==> config.mk <==
export PLATFORM = sky130hd
export DESIGN_NAME = fetch_redirect_ctrl
export DESIGN_NICKNAME = d
export VERILOG_FILES = /design/src/rtl/fetch_redirect_ctrl.sv
export SDC_FILE = /design/constraint.sdc
export NUM_CORES = 1
export LEC_CHECK = 0
export CAP_MARGIN = 0
export CORE_MARGIN = 2
export CORE_UTILIZATION = 39
export CTS_CLUSTER_DIAMETER = 30
export DETAILED_ROUTE_END_ITERATION = 6
export GPL_ROUTABILITY_DRIVEN = 0
export MAX_ROUTING_LAYER = met4
export PLACE_DENSITY = 0.8
export SLEW_MARGIN = 0
export SYNTH_ARGS = -nofsm -noshare
export SYNTH_HDL_FRONTEND = slang
export SYNTH_SLANG_ARGS = --single-unit
export TNS_END_PERCENT = 30
==> constraint.sdc <==
create_clock -name clk -period 7.7 [get_ports clk]
set_input_delay 1.54 -clock clk [delete_from_list [all_inputs] [get_ports clk]]
set_output_delay 1.54 -clock clk [all_outputs]
set_load 0.05 [all_outputs]
==> src/rtl/fetch_redirect_ctrl.sv <==
// Fetch redirect control: resolves ID-stage branches/jumps, coordinates PC and IF/ID
// holds with load-use stalls and instruction-memory back-pressure, and counts redirects.
module fetch_redirect_ctrl (
  input  logic        clk,
  input  logic        rst,
  input  logic        id_valid,
  input  logic        is_beq,
  input  logic        is_bne,
  input  logic        is_j,
  input  logic        is_jr,
  input  logic [31:0] cmp_a,
  input  logic [31:0] cmp_b,
  input  logic [15:0] imm16,
  input  logic [25:0] target26,
  input  logic [31:0] id_pc_plus4,
  input  logic [31:0] rs_val,
  input  logic        load_use,
  input  logic        imem_ready,
  output logic        holdPC,
  output logic        isBranch,
  output logic        PCsrc,
  output logic [31:0] PCoffset,
  output logic [31:0] jVal,
  output logic        flush_if,
  output logic        hold_ifid,
  output logic [15:0] redirect_cnt
);

  typedef enum logic [1:0] {
    RUN      = 2'd0,
    LU_STALL = 2'd1,
    PEND     = 2'd2
  } state_t;

  state_t      state_r, state_nxt_s;
  logic        pend_jump_r;
  logic [31:0] pend_off_r;
  logic [31:0] pend_jval_r;
  logic        latch_s;
  logic        inc_s;
  logic        req_jump_s;
  logic        req_br_s;
  logic        cmp_eq_s;
  logic [31:0] br_off_s;
  logic [31:0] jmp_tgt_s;

  // Decode the ID-stage redirect request; the highest-priority asserted flag alone decides
  // the kind, and its condition alone decides whether the redirect is taken.
  always_comb begin
    cmp_eq_s   = (cmp_a == cmp_b);
    br_off_s   = {{14{imm16[15]}}, imm16, 2'b00};
    jmp_tgt_s  = is_jr ? rs_val : {id_pc_plus4[31:28], target26, 2'b00};
    req_jump_s = id_valid & (is_jr | is_j);
    if (is_jr || is_j) begin
      req_br_s = 1'b0;
    end else if (is_beq) begin
      req_br_s = id_valid & cmp_eq_s;
    end else begin
      req_br_s = id_valid & is_bne & ~cmp_eq_s;
    end
  end

  // Next-state and control outputs; reset overrides everything so outputs read 0 while held.
  always_comb begin
    state_nxt_s = state_r;
    holdPC      = 1'b0;
    hold_ifid   = 1'b0;
    isBranch    = 1'b0;
    PCsrc       = 1'b0;
    PCoffset    = 32'd0;
    jVal        = 32'd0;
    flush_if    = 1'b0;
    latch_s     = 1'b0;
    inc_s       = 1'b0;
    case (state_r)
      RUN: begin
        if (load_use) begin
          holdPC      = 1'b1;
          hold_ifid   = 1'b1;
          state_nxt_s = LU_STALL;
        end else if (!imem_ready) begin
          holdPC    = 1'b1;
          hold_ifid = 1'b1;
          if (req_jump_s || req_br_s) begin
            latch_s     = 1'b1;
            state_nxt_s = PEND;
          end else begin
            state_nxt_s = RUN;
          end
        end else if (req_jump_s) begin
          PCsrc    = 1'b1;
          jVal     = jmp_tgt_s;
          flush_if = 1'b1;
          inc_s    = 1'b1;
        end else if (req_br_s) begin
          isBranch = 1'b1;
          PCoffset = br_off_s;
          flush_if = 1'b1;
          inc_s    = 1'b1;
        end else begin
          state_nxt_s = RUN;
        end
      end
      LU_STALL: begin
        holdPC      = 1'b1;
        hold_ifid   = 1'b1;
        state_nxt_s = RUN;
      end
      PEND: begin
        if (!imem_ready) begin
          holdPC    = 1'b1;
          hold_ifid = 1'b1;
        end else begin
          if (pend_jump_r) begin
            PCsrc = 1'b1;
            jVal  = pend_jval_r;
          end else begin
            isBranch = 1'b1;
            PCoffset = pend_off_r;
          end
          flush_if    = 1'b1;
          inc_s       = 1'b1;
          state_nxt_s = RUN;
        end
      end
      default: begin
        state_nxt_s = RUN;
      end
    endcase
    if (!rst) begin
      state_nxt_s = RUN;
      holdPC      = 1'b0;
      hold_ifid   = 1'b0;
      isBranch    = 1'b0;
      PCsrc       = 1'b0;
      PCoffset    = 32'd0;
      jVal        = 32'd0;
      flush_if    = 1'b0;
      latch_s     = 1'b0;
      inc_s       = 1'b0;
    end else begin
      state_nxt_s = state_nxt_s;
    end
  end

  // State register, pending-redirect capture and saturating redirect counter.
  always_ff @(posedge clk or negedge rst) begin
    if (!rst) begin
      state_r      <= RUN;
      pend_jump_r  <= 1'b0;
      pend_off_r   <= 32'd0;
      pend_jval_r  <= 32'd0;
      redirect_cnt <= 16'd0;
    end else begin
      state_r <= state_nxt_s;
      if (latch_s) begin
        pend_jump_r <= req_jump_s;
        pend_off_r  <= req_jump_s ? 32'd0 : br_off_s;
        pend_jval_r <= req_jump_s ? jmp_tgt_s : 32'd0;
      end
      if (inc_s && (redirect_cnt != 16'hFFFF)) begin
        redirect_cnt <= redirect_cnt + 16'd1;
      end
    end
  end

endmodule

**Run 1: where the registers sit**

The bar under the picture is 20 µm long. Other sequential cells in the stronger gray, the rest of the logic in the fainter gray.
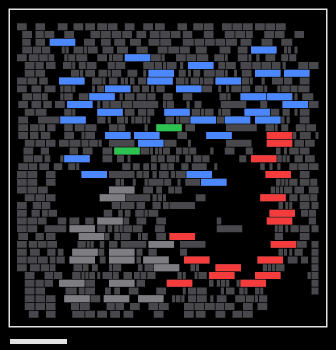
`pend_jval_r` -> blue  # sequential cells 32
`state_r` -> green  # sequential cells 2
`pend_off_r` -> red  # sequential cells 16
total sequential power: 0.439 mW
sequential standard cell area: 1680 µm²
flip-flop and latch share of the layout cell area: 0.240
Finished Core Util: 0.638

**Run 1: signal wires on met3**

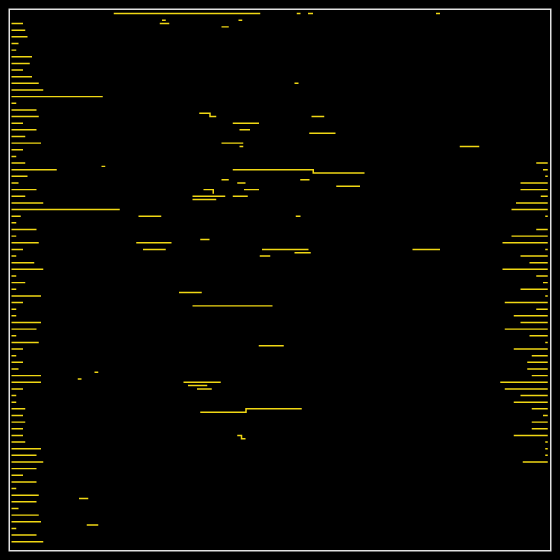
share of all routed wire = 5.0%
nets with wire on the layer = 153

**Run 1: selected gate families**

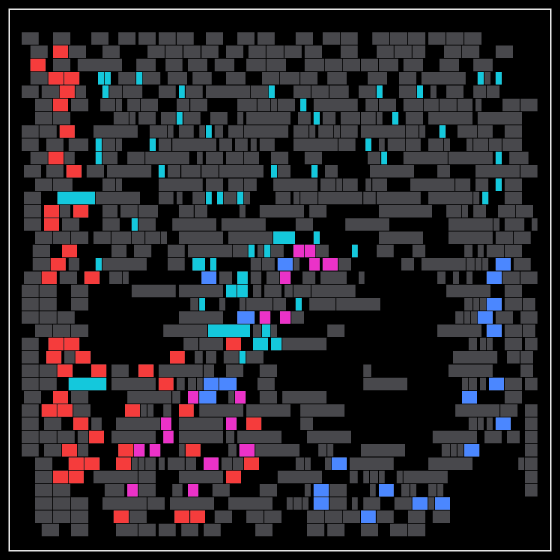
NOR gates -> cyan  # cells 51, most used nor2_1
AND and OR gates -> magenta  # cells 18, most used and3_1
XOR/XNOR gates -> red  # cells 47, most used xnor2_1
AND-OR and OR-AND gates -> blue  # cells 22, most used a22o_1
multi-input gate share of total cell area: 0.353
tally of non-filler cells in the final layout: 823

**Run 1: track usage over the die**

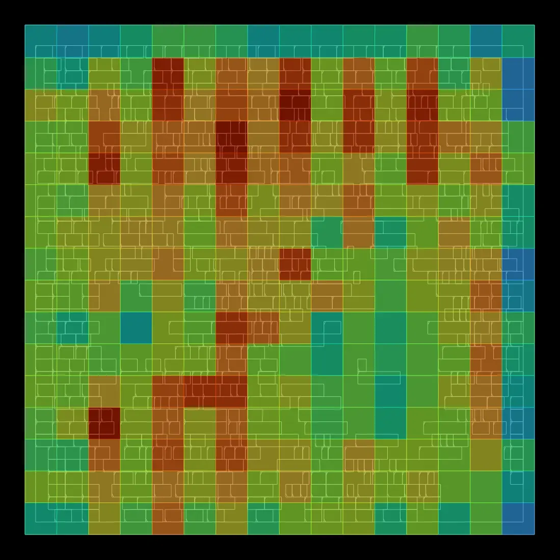
GRT Overall Usage: 0.225
average detailed-routed wire length per instance: 16.5 µm
GRT met3 Usage: 0.0362
met2 routing resource usage after global routing: 0.399
grt met1 use: 0.250

==> run notes, run 1 <==
The path type of the worst min-delay path is register to register. The tools report the start of the worst register-to-register path as state_r[1]. In the routed design, unresolved DRC markers number 0. Gates resized during post-CTS repair numbered 0. Logic depth along the worst register-to-register path is recorded as 6.

By instance count after routing, the leading logic cell types are clkdlybuf4s50_1 (217), nand2_1 (71), dfrtp_1 (67), xnor2_1 (46), nor2_1 (40). The share of cells above drive strength 1 is 0.120. Per the cell usage report, the commonest logic cell in the layout is clkdlybuf4s50_1. According to the report, the first pass of detailed routing completed in 5 iterations. The transition time recorded at the tightest slew-check pin is 1.26 ns.

The clock H-tree reported by CTS has 3 levels. The leakage component of the power was reported as 2.75 nW. The power share of the combinational group was 0.247.

For the initial antenna violation count, the log shows 0. The worst path in the final design needs a cycle of 6.31 ns, including I/O delays and setup. Portion of the clock cycle consumed by the worst path in the final layout: 0.819. Per STA, the worst path accumulates the most delay in the family simple AND/OR/NAND/NOR gates. The switching part of the total power came out at 0.285. For this run, the top clock speed supported by timing is 159 MHz. The repair_antennas step left the layout with diodes totalling 0. Most frequent cell on the critical path: clkdlybuf4s50_1.

After floorplanning, the core was sized to cover 10900 µm². Arrival time of the worst setup path: 4.77 ns. The run gives 858 for the number of nets in the final layout.

Internal power summed over all cells: 0.809 mW. The run gives 38 for the number of placement rows. The logs give 0.0935 mV for the peak supply drop and 12200 µm² for the chip footprint. Setup repair after global routing left no endpoint under its margin.

In the Yosys stats the netlist draws on 47 distinct library cells. For this run, the final setup violation count is recorded as 0. The area reported by Yosys stat is 4430 µm², and the total number of cells along the worst setup path is 6. The share of flip-flops with an asynchronous set or reset after synthesis works out to 1.00.

For this run the detailed placement stage logged an HPWL of 10100 µm. The flow ran to the end, and the final reports show no timing, DRC or antenna violations. Across all layers, the routed design uses 4425 vias. TritonCTS built the clock tree.

STA classifies the critical path endpoint as an output port. The run gives 0.379 as the post-synthesis sequential area ratio. Buffer depth of the longest clock path: 2. The logs give 21900 µm for the first-pass GRT wire length and 9 for the number of buffers created by CTS. The tools report the reported max-cap violation count as 0. The final timing report lists a max-slew violation count of 0. With the post-synthesis average cell area at 9.22 µm², the largest stage delay on the critical path is 1.07 ns. For the worst slew margin relative to its limit, the log shows 0.159. The critical path class is primary input to output port.

The top-level port count is 264. The run gives 0 for the total setup buffers inserted after CTS. Hold-check failures listed in the final report amount to 0.

The critical path contains buffers and inverters numbering 2 combined. With the total number of yosys warnings at 0, the number of flops mapped to enable cells by yosys is 0. After synthesis the cells add up to 4430 µm². Per the skew report, the later register of the worst-skew pair sees a clock latency of 0.33 ns. Tracing the worst setup path back leads to its startpoint at imem_ready.

The tools report the final routed wirelength across all metal layers as 13600 µm. Dividing the detail-routed via count by the number of cells gives 5.38. The stage logs contain a warning count of 54.

In this run the clock root is driven by a clkbuf_16. The area overhead of the layout relative to synthesis came out at 57.5%. The starting density of the core came out at 0.405.

The capture point of the critical path was reported as jVal[30]. The run gives 4496 for the number of global-route vias before repair. The signal on the critical path passes through clkdlybuf4s50_1, nor4b_4, and3_1, a22oi_1, nor2_1, clkdlybuf4s50_1.

Per the timing report, the most critical flop-to-flop path finishes at pend_jval_r[1]. The synthesized design contains 67 register bits. The critical path endpoint has a required time of 6.16 ns. The cell count in the Yosys report is 480, and the part of the total power dissipated in sequential elements is 0.388.

From left edge to right edge, the die measures 111 µm. As logged by OpenROAD, the buffers inserted on ports number 233. The tools report the initial DRC count as 300. The height of the chip was 111 µm. The total power divided by cell area works out to 162 nW/µm². The number of buffers inserted by hold repair at cts came out at 0. The logs give 0.366 for the clock share of power and 0 for the total overflow reported by the global router. Among all stages on the critical path, the largest delay is contributed by and3_1. The number of clock sinks came to 67. Synthesis produced a netlist whose cell count is 480. The critical path launch point type was a primary input. On the worst setup and hold paths after CTS, the clock-pin slew comes to 0.06 ns. The maximum fanout encountered on the critical timing path is 32.

Entering global routing, the biggest net connects 73 pins. The tools report the power dissipated by switching net loads as 0.323 mW. Per the post-route antenna check, the number of violating nets is 0. With the setup clock skew after layout at 0.00795 ns, the setup total negative slack is 0 ns.

The timing report gives the worst reg2reg path a setup slack of 5.04 ns. The most used flip-flop cell after synthesis is dfrtp_1.
==> run 1: logic make-up after synthesis <==
| logic type | after synthesis | synth area share |
|---|---|---|
| and+or+nand+nor | 166 | 0.183 |
| AOI/OAI and AO/OA | 105 | 0.184 |
| DFF | 67 | 0.379 |
| buffers and inverters | 58 | 0.0667 |
| xor gates and xnor gates | 47 | 0.0930 |
| muxes | 35 | 0.0913 |
| adders and majority gates | 1 | 0.00283 |
| other | 1 | 0.000847 |
==> run 1: final cells by class <==
type,count,area [µm²]
repair buffers,239,2340
fillers,915,3960
well taps,140,175
clock buffers,10,239
multi-input cells,356,2460
inverters,5,18.8
flip-flops and latches,67,1680
clock inverters,6,63.8
==> run 1: power groups by stage <==
stage                     logic, mW  registers (mW)  clock network, mW
after floorplan               0.121           0.463                  0
after global placement        0.272           0.441                  0
after detailed placement      0.282           0.444                  0
after CTS                     0.282           0.438              0.425
after global routing          0.303           0.446              0.441
final                         0.279           0.439              0.414
==> run 1: sequential cells by signal, summed over array words and instances (netlist names) <==
register	cells
pend_jval_r	32
pend_off_r	16
state_r	2
redirect_cnt	16
pend_jump_r	1
==> run 1: through the flow <==
stage / setup WS (ns) / power [mW] / instances / cell area (µm²) / hold WS (ns)
after floorplan: 1.92 / 0.585 / 481 / 4430 / 0.482
after global placement: 1.48 / 0.713 / 807 / 6670 / 0.483
after detailed placement: 1.45 / 0.726 / 807 / 6670 / 0.489
after CTS: 1.43 / 1.15 / 823 / 6970 / 0.504
after global routing: 1.19 / 1.19 / 823 / 6970 / 0.518
final: 1.39 / 1.13 / 823 / 6970 / 0.499
==> run 1: worst register-to-register path, cell delays in order (launching register included) <==
cell	delay [ns]
dfrtp_1	0.49
nor4_1	0.40
nand3_1	0.15
nor4b_1	0.30
mux2_4	0.63
or2_4	0.27
mux2_4	0.29
==> run 1: how the worst min path moves through the flow <==
stage | startpoint | to | slack, ns | depth (start not counted)
2_1_floorplan | pend_jval_r[0] | pend_jval_r[0] | 0.48 | 1
3_3_place_gp | redirect_cnt[9] | redirect_cnt[9] | 0.48 | 1
3_5_place_dp | redirect_cnt[13] | redirect_cnt[13] | 0.49 | 1
4_1_cts | redirect_cnt[13] | redirect_cnt[13] | 0.50 | 1
5_1_grt | redirect_cnt[13] | redirect_cnt[13] | 0.52 | 1
6_report | redirect_cnt[9] | redirect_cnt[9] | 0.50 | 1
==> run 1: cell usage after synthesis (3+ instances only) <==
library cell	count	share of area
nand4_1	14	0.020
mux2_4	3	0.010
o2bb2ai_1	30	0.059
dfrtp_1	67	0.38
buf_4	18	0.031
and3_1	10	0.014
nand2_1	71	0.060
clkbuf_1	31	0.026
o21ai_0	17	0.019
mux2_2	31	0.079
nand3_1	9	0.010
nor2_1	41	0.035
a22oi_1	32	0.054
a22o_1	16	0.032
xnor2_1	46	0.091
inv_1	5	0.0042
==> run 1: layer usage <==
metal	up-vias	global-route usage	share of wire
met4	0	0.0950	0.035
met5	-	-	0
met3	27	0.0362	0.050
li1	2089	-	-
met2	197	0.399	0.52
met1	2112	0.250	0.39
==> run 2, diff against run 1 <==
--- a/config.mk
+++ b/config.mk
@@ -7,12 +7,12 @@
 export LEC_CHECK = 0
 export CAP_MARGIN = 0
 export CORE_MARGIN = 2
-export CORE_UTILIZATION = 39
+export CORE_UTILIZATION = 35
 export CTS_CLUSTER_DIAMETER = 30
 export DETAILED_ROUTE_END_ITERATION = 6
 export GPL_ROUTABILITY_DRIVEN = 0
 export MAX_ROUTING_LAYER = met4
-export PLACE_DENSITY = 0.8
+export PLACE_DENSITY = 0.76
 export SLEW_MARGIN = 0
 export SYNTH_ARGS = -nofsm -noshare
 export SYNTH_HDL_FRONTEND = slang
==> constraint.sdc (replaced) <==
create_clock -name clk -period 5.4 [get_ports clk]
set_input_delay 1.08 -clock clk [delete_from_list [all_inputs] [get_ports clk]]
set_output_delay 1.08 -clock clk [all_outputs]
set_load 0.05 [all_outputs]
==> run 2 against run 1 <==
  * First-iteration DRC count down 2.3%
  * Global-route usage shrank 1.7 points
  * Combinational power grew 47%
  * Count of clock-buffer cells in the layout did not move
  * Hold slack got worse by 0.0025 ns
  * Area after synthesis unchanged
  * Sequential power up 42%
  * Design area increased by 10%
  * Worst setup slack got worse by 0.82 ns
  * Critical path depth increased by 4
  * Core utilization down 2.0 points
  * Clock power grew 42%
  * Critical endpoint is now PCoffset[29]
  * Largest cell class is now buffers
  * Largest power group unchanged
==> run notes, run 2 <==
The run finished with clean final reports. Final hold analysis gives a worst-case slack of 0.496 ns. The main area contributors are dfrtp_1 (38%), xnor2_1 (9.1%), mux2_2 (7.9%), nand2_1 (6.0%), o2bb2ai_1 (5.9%).

For the top-level port count, the log shows 264. For this design, Yosys synthesis ends with a cell count of 480. Sorting the synthesized cells by how often they occur yields nand2_1 (71), dfrtp_1 (67), xnor2_1 (46). Per the timing report, the most critical flop-to-flop path originates at state_r[1]. Number of failing hold endpoints at the final stage: 0. The quantity of I/O buffers inserted on ports was 233. The first routing iteration left 293 violations.

The run gives 0.355 for the starting density of the core. The tools report the number of global-route vias before repair as 4375. The number of flops mapped to enable cells by yosys works out to 0.

The number of cell instances on the worst register-to-register path is 6. The report lists the number of cells resized after CTS as 0. The path type of the worst min-delay path is register to register. Prevailing post-synth register cell: dfrtp_1.

Per the TritonCTS log, the buffer count is 9. Power comes to 1.62 mW. Of all nets on the critical path, the largest fanout is 15. Counting every instance in the synthesized netlist gives 480. The library cells used most frequently in the layout, excluding fill and tap cells, are clkdlybuf4s50_1 (167), nand2_1 (71), dfrtp_1 (67), buf_12 (63), xnor2_1 (46). OpenSTA lists the critical path startpoint as cmp_b[27]. For the power share of the combinational group, the log shows 0.253.

In this run the vertical extent of the chip is 116 µm. The via count normalized by instance count was 5.10. The share of flip-flops with an asynchronous set or reset after synthesis is 1.00. The run gives 1 for the initial antenna violation count. The logs give 4430 µm² for the area reported by Yosys stat and 0.362 for the fraction of met2 tracks used by global routing.

The total setup buffers inserted after CTS came out at 0. The post-synth register bit count is 67. Number of placement rows: 41.

The share of cells above drive strength 1 was 0.197; the cell area after technology mapping was 4430 µm². Per the layout report, the design carries 1026 filler cells. The tools report the largest net degree at the start of global routing as 65. Clock share of power: 0.362.

Looking at the VDD voltage map, the peak drop is 0.131 mV. The wire-length estimate of the detail-placed layout is 10500 µm. The tools report the destination of the worst register-to-register timing path as pend_jval_r[1]. Summed over all cells, the static leakage comes to 3.03 nW. The area overhead of the layout relative to synthesis was 73.9%; the sink count of the clock tree was 67. The slew at the pin closest to its max-slew limit was 1.09 ns; the total of endpoints with negative setup slack in the final report was 0. The clock tree synthesis step divided the H-tree into 3 levels.

The die is 116 µm wide. OpenSTA, run right after detailed placement, puts the worst setup slack at 0.537 ns. With the chip footprint at 13600 µm², the buffer depth of the longest clock path is 2. For the number of remaining DRC errors, the log shows 0. Recorded from the global router log, the overflow total was 0. After layout, the worst setup slack is 0.571 ns. The most common cell in the synthesized netlist is nand2_1.

Internal power comes to 1.16 mW. STA classifies the critical path endpoint as an output port. Power spread over the standard cell area amounts to 210 nW/µm². The final timing report derives a shortest allowable period of 4.83 ns. STA puts the critical path data required time at 4.32 ns. TritonCTS built the clock tree. For this run, the post-layout net count is 861. The count of pins over their slew limit was 0. Global routing put the most usage on met2. The count of different cell masters after synthesis was 47. The largest registers in the layout are pend_jval_r: 32 flops, pend_off_r: 16 flops, redirect_cnt: 16 flops. With the register cell area after layout at 1680 µm², the iteration tally of the first detailed-router pass is 4. The worst setup path is of the primary input to output port kind. For reference, the clock transition at the flip-flops on the worst setup and hold paths is 0.05 ns. The tools report the critical path launch point type as a primary input. In this run the remaining antenna-violating nets after routing total 0. The run gives 12500 µm² for the core area. The tools report the part of the total power dissipated in sequential elements as 0.386. The root buffer cell chosen for the clock tree is clkbuf_16. The switching part of the total power is 0.284. The library cell occupying the most area in the post-synthesis netlist was dfrtp_1. The run gives 0 as the total number of yosys warnings. The run gives 207 MHz as the timing-limited maximum frequency. Setup slack on the worst reg-to-reg path comes out at 2.80 ns. Summed over all failing endpoints, the final setup total negative slack is 0 ns. The area share of the leading cell type in the synthesized netlist is 0.379. The setup clock skew after layout was 0.00583 ns.

The first-pass GRT wire length is 21400 µm. Per the OpenROAD power report, switching power amounts to 0.461 mW. With the worst slew margin relative to its limit at 0.270, the post-synthesis sequential area ratio is 0.379. The run reported a max-capacitance violation count of 0. The run gives 0 for the number of buffers inserted by hold repair at cts. The arrival time of the worst setup path was 3.75 ns. The register ranked first by flip-flop count was pend_jval_r. The portion of the clock cycle consumed by the worst path in the final layout came out at 0.894.

In the final layout, the multi-input gates occupy 2460 µm². The register with the most flip-flops in the layout has 32 of them. The tool warning count for the run is 54.
## run 2: cell type report
type / count / area share
inverters: 5 / 0.00244
diodes: 1 / 0.000325
clock buffers: 10 / 0.0310
clock inverters: 6 / 0.00845
multi-input cells: 356 / 0.320
repair buffers: 242 / 0.392
well taps: 172 / 0.0279
flip-flops and latches: 67 / 0.218
## run 2: worst min path at each step
stage                               start              end  slack [ns]  cells after the start
after floorplan            pend_jval_r[0]   pend_jval_r[0]        0.48                      1
after global placement    redirect_cnt[9]  redirect_cnt[9]        0.48                      1
after detailed placement  redirect_cnt[9]  redirect_cnt[9]        0.49                      1
after CTS                 redirect_cnt[9]  redirect_cnt[9]        0.50                      1
after global routing      redirect_cnt[9]  redirect_cnt[9]        0.52                      1
final                     redirect_cnt[9]  redirect_cnt[9]        0.50                      1
## run 2: worst max-delay path, cell delays in order
cell	delay [ns]
clkdlybuf4s50_1	0.47
xnor2_1	0.12
nand4_1	0.17
nor4_4	0.46
nand2_2	0.16
mux2i_1	0.20
nor4_2	0.33
a22o_1	0.18
buf_4	0.37
buf_12	0.19
## run 2: cells by family after synthesis
group / Yosys count / synth area share
adders and majority gates: 1 / 0.00283
xor gates and xnor gates: 47 / 0.0930
DFF: 67 / 0.379
other: 1 / 0.000847
AOI/OAI and AO/OA: 105 / 0.184
muxes: 35 / 0.0913
and+or+nand+nor: 166 / 0.183
buffers and inverters: 58 / 0.0667
## run 2: power groups by stage
stage / logic, mW / registers (mW) / clock network [mW]
floorplan: 0.173 / 0.660 / 0
global placement: 0.399 / 0.628 / 0
detailed placement: 0.414 / 0.634 / 0
CTS: 0.415 / 0.625 / 0.603
global route: 0.446 / 0.635 / 0.623
finish: 0.409 / 0.625 / 0.587
## run 2: metal layers
| metal | vias to the layer above | share of wire |
|---|---|---|
| met3 | 8 | 0.062 |
| met1 | 2096 | 0.40 |
| met2 | 177 | 0.53 |
| li1 | 2096 | - |
| met5 | - | 0 |
| met4 | 0 | 0.0088 |
## run 2: stage by stage
stage          area, µm²  cells
2_1_floorplan       4430    481
3_3_place_gp        7400    842
3_5_place_dp        7400    842
4_1_cts             7700    858
5_1_grt             7700    859
6_report            7700    859
**Run 2: signal wires on met3**

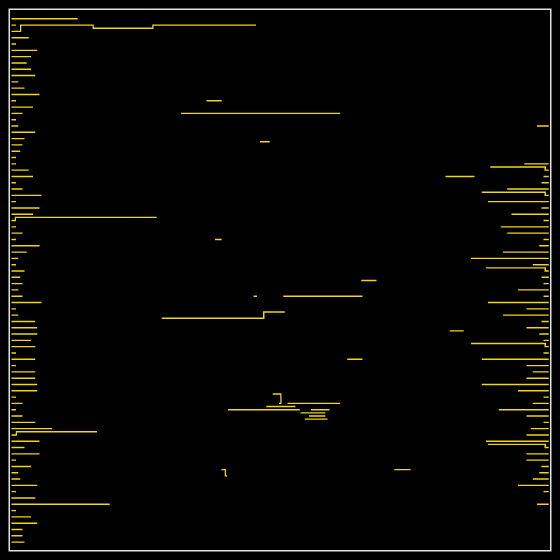
wire length on this layer = 855 µm
longest straight run = 34.0 µm
share of all routed wire = 6.2%
main direction = horizontal
nets with wire on the layer = 154
Total Wirelength: 13800 µm
GRT met3 Usage: 0.0332
vias: 4377

**Run 2: selected gate families**

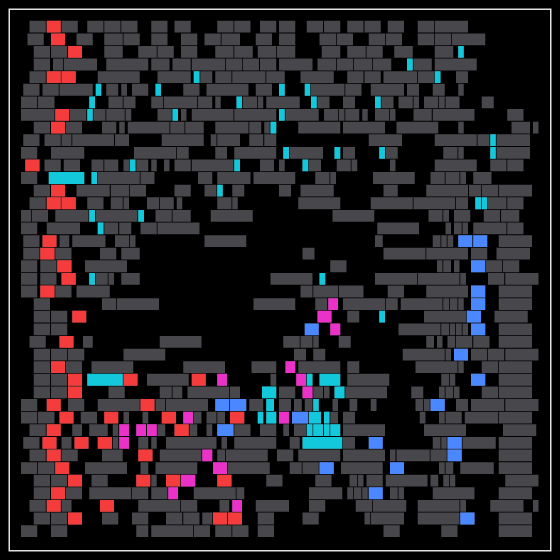
AND-OR and OR-AND gates -> blue  # cells 22, most used a22o_1
NOR gates -> cyan  # cells 51, most used nor2_1, where widely spread
AND and OR gates -> magenta  # cells 18, most used and3_1
XOR/XNOR gates -> red  # cells 47, most used xnor2_1
tally of non-filler cells in the final layout: 859
multi-input gate share of total cell area: 0.320

**Run 2: track usage over the die**

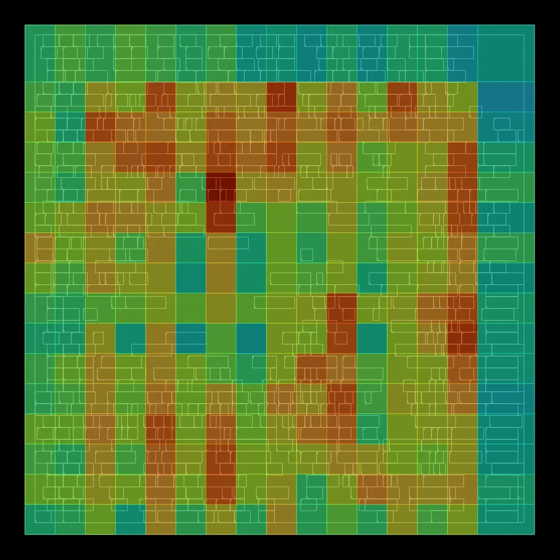
Finished Core Util: 0.618
GRT Overall Usage: 0.208
grt met1 use: 0.246
average detailed-routed wire length per instance: 16.1 µm

Power is estimated from default activity; no workload was simulated.
